Fig. 1: run 1, clock distribution
The bar under the picture is 20 um long.
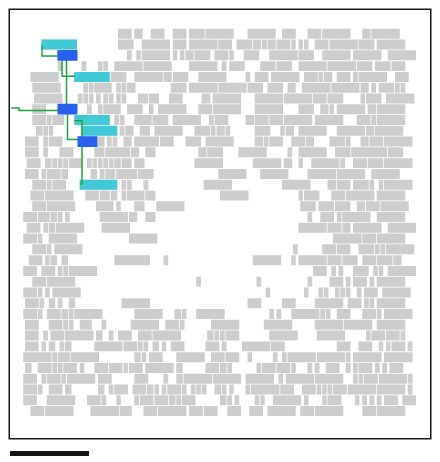
Fig. 2: run 1, clock wiring as the flow saved it
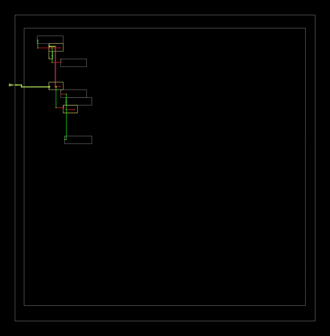
Fig. 3: run 1, metal layers overlaid
The bar under the picture is 20 um long.
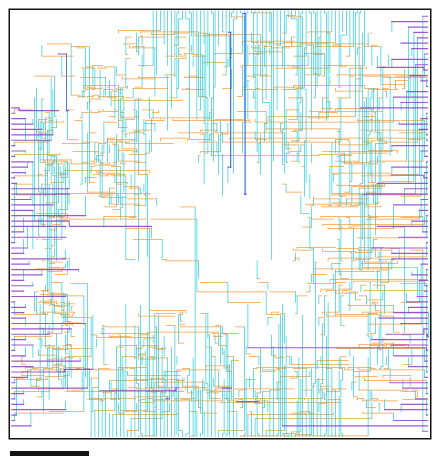
Fig. 4: run 1, I/O pins on the die edge
Pins as bars across the die edge, other pins in grey.
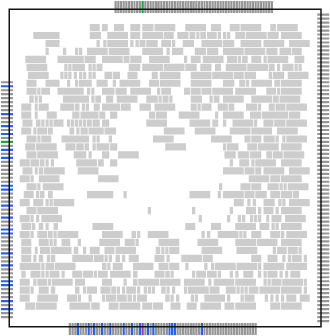
### src/rtl/cpu_types_pkg.sv
`default_nettype none
// ============================================================================
//  Module      : cpu_types_pkg
//  Description : Shared CPU types: memory word, RAM status and the memory
//                arbiter state encoding.
//  Revision    : 1.0 - initial release
// ============================================================================
package cpu_types_pkg;

  // One 32-bit memory word (addresses and data).
  typedef logic [31:0] word_t;

  // Status reported by the RAM model each cycle.
  typedef enum logic [1:0] {
    FREE   = 2'd0,
    BUSY   = 2'd1,
    ACCESS = 2'd2,
    ERROR  = 2'd3
  } ramstate_t;

  // Memory arbiter grant state.
  typedef enum logic [1:0] {
    ARB_IDLE   = 2'd0,
    ARB_IFETCH = 2'd1,
    ARB_DREAD  = 2'd2,
    ARB_DWRITE = 2'd3
  } arb_state_t;

endpackage
`default_nettype wire

### src/rtl/memory_arbiter.sv
`default_nettype none
// ============================================================================
//  Module      : memory_arbiter
//  Description : Arbitrates a single-ported RAM between the icache (reads)
//                and the dcache (reads/writes). Data accesses have priority,
//                but a saturating counter forces an icache grant after
//                STARVE_LIMIT consecutive dcache completions while iREN waits.
//  Ports       : CLK, nRST          - clock, async active-low reset
//                iREN/iaddr         - icache read request and address
//                iwait/iload        - icache handshake and read data
//                dREN/dWEN          - dcache read / write requests
//                daddr/dstore       - dcache address and write data
//                dwait/dload        - dcache handshake and read data
//                ramREN/ramWEN      - RAM enables
//                ramaddr/ramstore   - RAM address and write data
//                ramload/ramstate   - RAM read data and status
//  Revision    : 1.0 - initial release
// ============================================================================
module memory_arbiter
  import cpu_types_pkg::*;
#(
  parameter int unsigned STARVE_LIMIT = 4
) (
  input  logic      CLK,
  input  logic      nRST,
  // icache side
  input  logic      iREN,
  input  word_t     iaddr,
  output logic      iwait,
  output word_t     iload,
  // dcache side
  input  logic      dREN,
  input  logic      dWEN,
  input  word_t     daddr,
  input  word_t     dstore,
  output logic      dwait,
  output word_t     dload,
  // RAM side
  output logic      ramREN,
  output logic      ramWEN,
  output word_t     ramaddr,
  output word_t     ramstore,
  input  word_t     ramload,
  input  ramstate_t ramstate
);

  arb_state_t state_q, state_d;
  logic [2:0] starve_cnt_q, starve_cnt_d;

  logic w_req;      // the granted requester is still asking
  logic w_done;     // the granted access completes this cycle
  logic w_starve;

  assign w_starve = ({29'd0, starve_cnt_q} >= STARVE_LIMIT);

  // RAM drive and handshake outputs depend only on the current grant, so an
  // asynchronous reset of state_q drops the enables immediately.
  always_comb begin
    ramREN   = 1'b0;
    ramWEN   = 1'b0;
    ramaddr  = '0;
    ramstore = '0;
    iwait    = 1'b1;
    dwait    = 1'b1;
    iload    = '0;
    dload    = '0;
    w_req    = 1'b0;
    case (state_q)
      ARB_IFETCH: begin
        ramREN  = 1'b1;
        ramaddr = iaddr;
        w_req   = iREN;
      end
      ARB_DREAD: begin
        ramREN  = 1'b1;
        ramaddr = daddr;
        w_req   = dREN;
      end
      ARB_DWRITE: begin
        ramWEN   = 1'b1;
        ramaddr  = daddr;
        ramstore = dstore;
        w_req    = dWEN;
      end
      default: ;
    endcase
    // A dropped request aborts the grant, so it never signals completion.
    w_done = (state_q != ARB_IDLE) && w_req && (ramstate == ACCESS);
    if (w_done) begin
      if (state_q == ARB_IFETCH) begin
        iwait = 1'b0;
        iload = ramload;
      end else begin
        dwait = 1'b0;
        if (state_q == ARB_DREAD) dload = ramload;
      end
    end
  end

  // Next grant and starvation bookkeeping.
  always_comb begin
    state_d      = state_q;
    starve_cnt_d = starve_cnt_q;

    if (state_q == ARB_IDLE) begin
      if (w_starve && iREN) state_d = ARB_IFETCH;
      else if (dWEN)        state_d = ARB_DWRITE;
      else if (dREN)        state_d = ARB_DREAD;
      else if (iREN)        state_d = ARB_IFETCH;
    end else if (!w_req || ramstate == ACCESS || ramstate == ERROR) begin
      // Completion, retry-on-error and abort all go back through IDLE.
      state_d = ARB_IDLE;
    end

    if (!iREN) begin
      starve_cnt_d = 3'd0;
    end else if (w_done && state_q == ARB_IFETCH) begin
      starve_cnt_d = 3'd0;
    end else if (w_done && starve_cnt_q != 3'd7) begin
      starve_cnt_d = starve_cnt_q + 3'd1;
    end
  end

  always_ff @(posedge CLK or negedge nRST) begin
    if (!nRST) begin
      state_q      <= ARB_IDLE;
      starve_cnt_q <= 3'd0;
    end else begin
      state_q      <= state_d;
      starve_cnt_q <= starve_cnt_d;
    end
  end

endmodule
`default_nettype wire

### config.mk
export PLATFORM = sky130hd
export DESIGN_NAME = memory_arbiter
export DESIGN_NICKNAME = d
export VERILOG_FILES = /design/src/rtl/cpu_types_pkg.sv /design/src/rtl/memory_arbiter.sv
export SDC_FILE = /design/constraint.sdc
export NUM_CORES = 1
export LEC_CHECK = 0
export ABC_AREA = 1
export CORE_AREA = 3 3 103 105
export DETAILED_ROUTE_END_ITERATION = 8
export DIE_AREA = 0 0 106 108
export PLACE_DENSITY = 0.66
export REMOVE_ABC_BUFFERS = 1
export SYNTH_ARGS = -nofsm -noshare
export SYNTH_HDL_FRONTEND = slang
export SYNTH_SLANG_ARGS = --single-unit
export TNS_END_PERCENT = 1
### constraint.sdc
create_clock -name CLK -period 1.95 [get_ports CLK]
set_input_delay 0.195 -clock CLK [delete_from_list [all_inputs] [get_ports CLK]]
set_output_delay 0.195 -clock CLK [all_outputs]
set_load 0.1 [all_outputs]
==> results.py, run 1 <==
# Metrics from the implementation run
metrics = {
    "outcome": {
        "outcome": "finished with violations",
        "violations": "setup timing",
    },
    "route": {
        "dr.pass1.iters": 4,
        "drt-total-wl_um": 10900,
        "drc": 0,
        "vias": 2996,
        "antenna_left": 0,
        "drt_iter0_drc": 59,
    },
    "flow_run": {
        "cap_violations": 0,
    },
    "synthesis": {
        "top_cell": "nand2_1",
        "syn_area_per_cell_um2": 5.47,
        "yosysWarnings": 0,
        "netlist_instances": 337,
        "ys_chip_area_mm2": 0.00184,
        "postSynthSeqShare": 0.0678,
        "top_cells_by_count": "nand2_1, inv_1, nor2_1, a21oi_1, nor2_4",
        "ys_types": 22,
        "synth_flops": 5,
        "edf_count": 0,
        "yosysTopAreaCellShare": 0.228,
        "synthesis.area_mm2": 0.00184,
    },
    "clocking": {
        "ctsHoldBuffers": 0,
        "cts_tree": "done",
        "numCtsBuffers": 3,
    },
    "die": {
        "dieArea_mm2": 0.0114,
        "pin_count": 267,
        "core_area_mm2": 0.00973,
        "floorplan.rows": 36,
    },
    "final_layout": {
        "layout.nets": 746,
        "drive_gt1_frac": 0.391,
        "fillers": 796,
        "areaGrowthSynthToFinish_pct": 239,
        "final_cells": 737,
        "diodes": 0,
    },
    "global_route": {
        "antenna_found_initial": 0,
        "grt_start_max_net_pins": 35,
        "overflow": 0,
        "track_usage": 0.174,
        "grt_pass1_wl_um": 16000,
        "grt_pass1_vias": 3044,
    },
    "critical_path": {
        "start_kind": "flop",
        "regToRegStartpoint": "state_q[0]$_DFFE_PN0P_",
        "crit_fanout": 8,
        "crit_type": "reg2out",
    },
    "pwr": {
        "ir_worst_vdd_mv": 1.25,
        "pwr_density_cell_mw_per_mm2": 1230,
        "p_leak_uw": 0.00280,
    },
    "final_timing": {
        "setup_violations": 65,
        "tightest_slew_ps": 385,
        "hold_viol": 0,
        "fin_ws_ps": -172,
        "fmax_ghz": 0.471,
        "rsz0062_at_grt": "true",
        "min_period_ps": 2120,
    },
    "placed_design": {
        "dp_hpwl_um": 9370,
        "port_buffers": 266,
    },
}
Back to the opening pictures, Fig. 1:
[clock wires] green | length: 80.8 um
[flip-flops] cyan | count: 5
[clock drivers] blue | count: 3
routed clock nets	4
flops lie	upper left

Back to the opening pictures, Fig. 2:
latest clock arrival within the worst-skew pair: 220 ps
clk_skew: 0.257 ps
Power Clock: 186 uW
clock sinks: 5
CLK BUF: 4

Back to the opening pictures, Fig. 3:
layer	colour	wire length
metal 2	cyan	6,110 um
metal 4	blue	93.8 um
metal 3	purple	948 um
metal 1	orange	3,760 um

Back to the opening pictures, Fig. 4:
port	colour	pins	direction	edge
`iaddr`	blue	32	input	18 left, 14 bottom
`ramREN`	purple	1	output	bottom
`ramstate`	green	2	input	1 top, 1 left
all pins by edge	78 right, 70 bottom, 60 left, 59 top
Die Span Y: 108 um
Die Wd: 106 um

[run 1: worst max path at each step]
stage	depth (start not counted)	slack (ps)	start	endpoint
floorplan	5	-3070	state_q[0]$_DFFE_PN0P_	iload[0]
global placement	9	7	ramstate[1]	dload[31]
detailed placement	8	-40	iREN	iload[8]
CTS	10	-170	state_q[1]$_DFFE_PN0P_	dload[6]
global route	10	-240	state_q[0]$_DFFE_PN0P_	dload[15]
finish	10	-170	state_q[0]$_DFFE_PN0P_	dload[15]
[run 1: kinds of logic after synthesis]
| kind of cell | share of synthesized area |
|---|---|
| adders and majority gates | 0.0407 |
| and+or+nand+nor | 0.555 |
| buffers and inverters | 0.242 |
| AOI/OAI and AO/OA | 0.0950 |
| DFF | 0.0678 |
[run 1: repair_timing]
item	CTS	global route
endpoints found under the setup margin	97	97
gates resized	37	16
setup buffers	0	3
cloned	0	1
hold endpoints to repair	0	0
pin swaps	0	1
[run 1: cell type report]
class,instances,area (um2),share of cell area
clock buffer,4,45.0,0.00720
inverter,74,278,0.0444
multi-input combinational,236,1430,0.228
sequential,5,126,0.0202
tap,133,166,0.0266
timing repair buffer,285,4210,0.674
[run 1: flip-flops by register name (all words and copies together) (netlist names)]
signal,cells
starve_cnt_q,3
state_q,2
[run 1: cells in the final DEF, fill, tap and decap left out, types with 2 or more instances in the layout]
master,count
o21ai_0,3
nand2_1,112
dfrtp_1,4
inv_1,71
nor2_4,38
buf_4,11
inv_2,3
nor2_1,9
buf_6,2
a21oi_2,5
nand3_4,2
clkdlybuf4s50_1,134
a21oi_1,27
buf_12,137
clkbuf_8,3
nor2_2,27
ha_1,4
[run 1: where the power goes]
| part | total (uW) | internal [uW] | switching, uW |
|---|---|---|---|
| logic | 7360 | 2500 | 4860 |
| registers | 163 | 134 | 29.2 |
| clock network | 186 | 140 | 46.4 |
| total | 7710 | 2770 | 4940 |
[run 1: worst max-delay path, stage by stage, from the launching register on]
cell and delay (ps):
dfrtp_2 420, inv_2 70, ha_2 190, nand2_1 90, nand3_4 110, nand3_4 80, nor2_4 120, nand2_4 120
clkbuf_16 210, nor2_4 120, buf_12 180
[run 1: metal layers]
metal  vias up  global-route usage  wire length (um)
li1       1500                   -                 -
met1      1336               0.182              3760
met2       154               0.352              6110
met3         6              0.0472               948
met4         0              0.0278                93
met5         -                   0                 0
[run 1: per-stage QoR]
stage	setup WS (ps)	hold WS (ps)	power (uW)	setup TNS [ps]	area, um2
CTS	-175	216	7640	-12630	6140
floorplan	-3070	-101	4480	-249700	1680
global placement	7.49	431	7340	0	6000
global route	-244	230	7980	-15590	6250
detailed placement	-41.5	444	7410	-222	6000
finish	-172	210	7710	-8570	6250
==> run 2, diff against run 1 <==
--- a/config.mk
+++ b/config.mk
@@ -11,6 +11,7 @@
 export DIE_AREA = 0 0 106 108
 export PLACE_DENSITY = 0.66
 export REMOVE_ABC_BUFFERS = 1
+export SETUP_SLACK_MARGIN = 0.15
 export SYNTH_ARGS = -nofsm -noshare
 export SYNTH_HDL_FRONTEND = slang
 export SYNTH_SLANG_ARGS = --single-unit
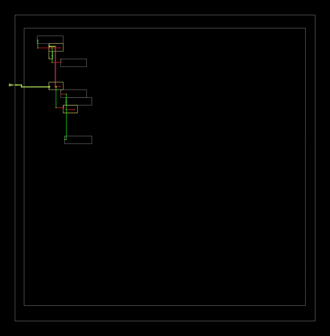
Fig. 5. Clock wiring as the flow saved it (run 2).
registers: 5
total CTS buffers: 3

==> results.py, run 2 <==
# Metrics from the implementation run
metrics = {
    "final_timing": {
        "finalSetupTns_ps": -8570,
        "hold_slack_ps": 210,
        "rsz0062_at_grt": "true",
        "fin_ws_ps": -172,
        "min_period_ps": 2120,
        "relSlewSlack": 0.744,
        "tightest_slew_ps": 385,
        "fmax_ghz": 0.471,
        "hold_viol": 0,
        "skew_ps": 0.257,
        "setup_violations": 65,
    },
    "synthesis": {
        "yosysWarnings": 0,
        "synth_flops": 5,
        "syn_area_per_cell_um2": 5.47,
        "yosysTopAreaCellShare": 0.228,
        "netlist_instances": 337,
        "synthesis.area_mm2": 0.00184,
        "top_cell": "nand2_1",
        "ys_chip_area_mm2": 0.00184,
        "postSynthSeqShare": 0.0678,
        "synth.area.top_cells": "nand2_1, nor2_4, inv_1, a21oi_1, nor2_1",
        "ys_types": 22,
        "top_cells_by_count": "nand2_1, inv_1, nor2_1, a21oi_1, nor2_4",
        "edf_count": 0,
    },
    "flow_run": {
        "warnings": 30,
        "cap_violations": 0,
    },
    "pwr": {
        "swShare": 0.640,
        "p_leak_uw": 0.00280,
        "switchingPower_uw": 4940,
        "internal_power_uw": 2770,
        "ir_worst_vdd_mv": 1.25,
        "pwr_density_cell_mw_per_mm2": 1230,
        "p_comb_frac": 0.955,
        "pwr-share-clk": 0.024,
        "seq_power_share": 0.021,
    },
    "final_layout": {
        "drive_gt1_frac": 0.391,
        "top_regs": "starve_cnt_q (3), state_q (2)",
        "diodes": 0,
        "fillers": 796,
        "lay_top_cells": "buf_12, clkdlybuf4s50_1, nand2_1",
        "areaGrowthSynthToFinish_pct": 239,
        "layout.nets": 746,
        "largest_reg_flops": 3,
        "layout_top_cell": "buf_12",
        "largest-register": "starve_cnt_q",
    },
    "route": {
        "antenna_left": 0,
        "drc": 0,
        "dr.pass1.iters": 4,
        "drt_iter0_drc": 59,
        "drt-total-wl_um": 10900,
        "vias": 2996,
    },
    "clocking": {
        "ctsHoldBuffers": 0,
        "clockBufferDepth": 2,
        "cts_sinks": 5,
        "clk_latency_ps": 220,
        "cts_tree": "done",
        "cts-root-buf": "clkbuf_8",
    },
    "global_route": {
        "grt_pass1_vias": 3044,
        "grt_start_max_net_pins": 35,
        "antenna_found_initial": 0,
        "track_usage": 0.174,
        "grt_pass1_wl_um": 16000,
        "overflow": 0,
    },
    "critical_path": {
        "crit_type": "reg2out",
        "crit_chain": "inv_2 > ha_2 > nand2_1 > nand3_4 > nand3_4 > nor2_4 > nand2_4 > clkbuf_16 > nor2_4 > buf_12",
        "critPathMaxStageDelay_ps": 420,
        "start_kind": "flop",
        "cp.required_ps": 1750,
        "slowest_stage": "dfrtp_2",
        "crit_fanout": 8,
    },
    "outcome": {
        "outcome": "finished with violations",
        "violations": "setup timing",
    },
    "die": {
        "pin_count": 267,
        "core_area_mm2": 0.00973,
        "floorplan.rows": 36,
        "die_y_um": 108,
        "dieArea_mm2": 0.0114,
        "die_w_um": 106,
    },
    "placed_design": {
        "port_buffers": 266,
        "dp_hpwl_um": 9370,
    },
}
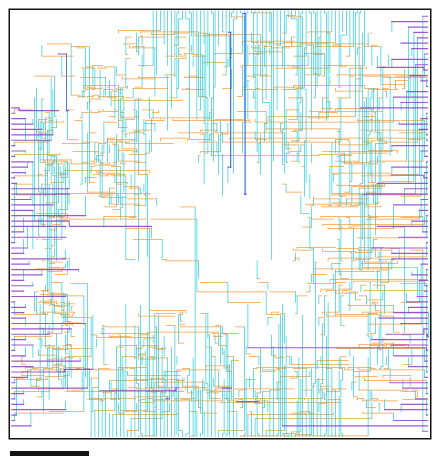
Fig. 6. Metal layers overlaid (run 2).
The bar under the picture is 20 um long.
layer	colour	wire length
metal 2	cyan	6,110 um
metal 4	blue	93.8 um
metal 1	orange	3,760 um
metal 3	purple	948 um

## run 2: worst paths after layout
check	startpoint	end	slack [ps]	cells after the start
setup / recovery	state_q[0]$_DFFE_PN0P_	dload[15]	-170	10
hold / removal	nRST	state_q[1]$_DFFE_PN0P_	210	1
setup reg to reg	state_q[0]$_DFFE_PN0P_	starve_cnt_q[1]$_DFFE_PN0P_	120	11
hold reg to reg	state_q[0]$_DFFE_PN0P_	state_q[0]$_DFFE_PN0P_	540	2
max in group asynchronous	nRST	state_q[0]$_DFFE_PN0P_	1520	1
min in group CLK	state_q[0]$_DFFE_PN0P_	state_q[0]$_DFFE_PN0P_	540	2
## run 2: per-layer routing
| metal | vias to the layer above | routed length, um | track usage |
|---|---|---|---|
| li1 | 1500 | - | - |
| met1 | 1336 | 3760 | 0.182 |
| met2 | 154 | 6110 | 0.352 |
| met3 | 6 | 948 | 0.0472 |
| met4 | 0 | 93 | 0.0278 |
| met5 | - | 0 | 0 |
## run 2: cells by family (layout without fill, tap and decap cells)
logic type | Yosys count | count (layout) | share of synthesized area
buffers and inverters | 96 | 363 | 0.242
AND/OR/NAND/NOR | 195 | 195 | 0.555
adder cells (fa/ha/maj) | 6 | 6 | 0.0407
flip-flops | 5 | 5 | 0.0678
AND-OR/OR-AND | 35 | 35 | 0.0950
## run 2: through the flow
step	setup WS (ps)	total power [uW]	area, um2	utilization	cells
4_1_cts	-175	7640	6140	0.631	733
6_report	-172	7710	6250	0.643	737
3_5_place_dp	-41.5	7410	6000	0.617	729
2_1_floorplan	-3070	4480	1680	-	315
5_1_grt	-244	7980	6250	0.643	737
3_3_place_gp	7.49	7340	6000	0.617	729
## run 2: final cells by class
class                           count  area (um2)  share of cell area
Tap cell                          133         166              0.0266
Inverter                           74         278              0.0444
Multi-Input combinational cell    236        1430               0.228
Timing Repair Buffer              285        4210               0.674
Clock buffer                        4        45.0             0.00720
Sequential cell                     5         126              0.0202
## run 2: critical path, delay by kind of cell (launching register included)
kind | cells | cell delay (ps)
adders and majority gates | 1 | 190
and+or+nand+nor | 6 | 640
DFF | 1 | 420
buffers and inverters | 3 | 460
## run 2: timing repair
action / in CTS / in global routing
pin swaps: 0 / 1
endpoints found under the setup margin: 97 / 132
gates resized: 37 / 16
gates cloned: 0 / 1
buffers inserted: 0 / 3
## run 2: power groups by stage
stage                     clock network, uW  registers (uW)  logic, uW
after global routing                    203             167       7610
after CTS                               194             161       7280
after floorplan                           0             153       4330
after global placement                    0             157       7190
after detailed placement                  0             160       7250
final                                   186             163       7360
No activity file was given, so power comes from the tool's default toggle rates.
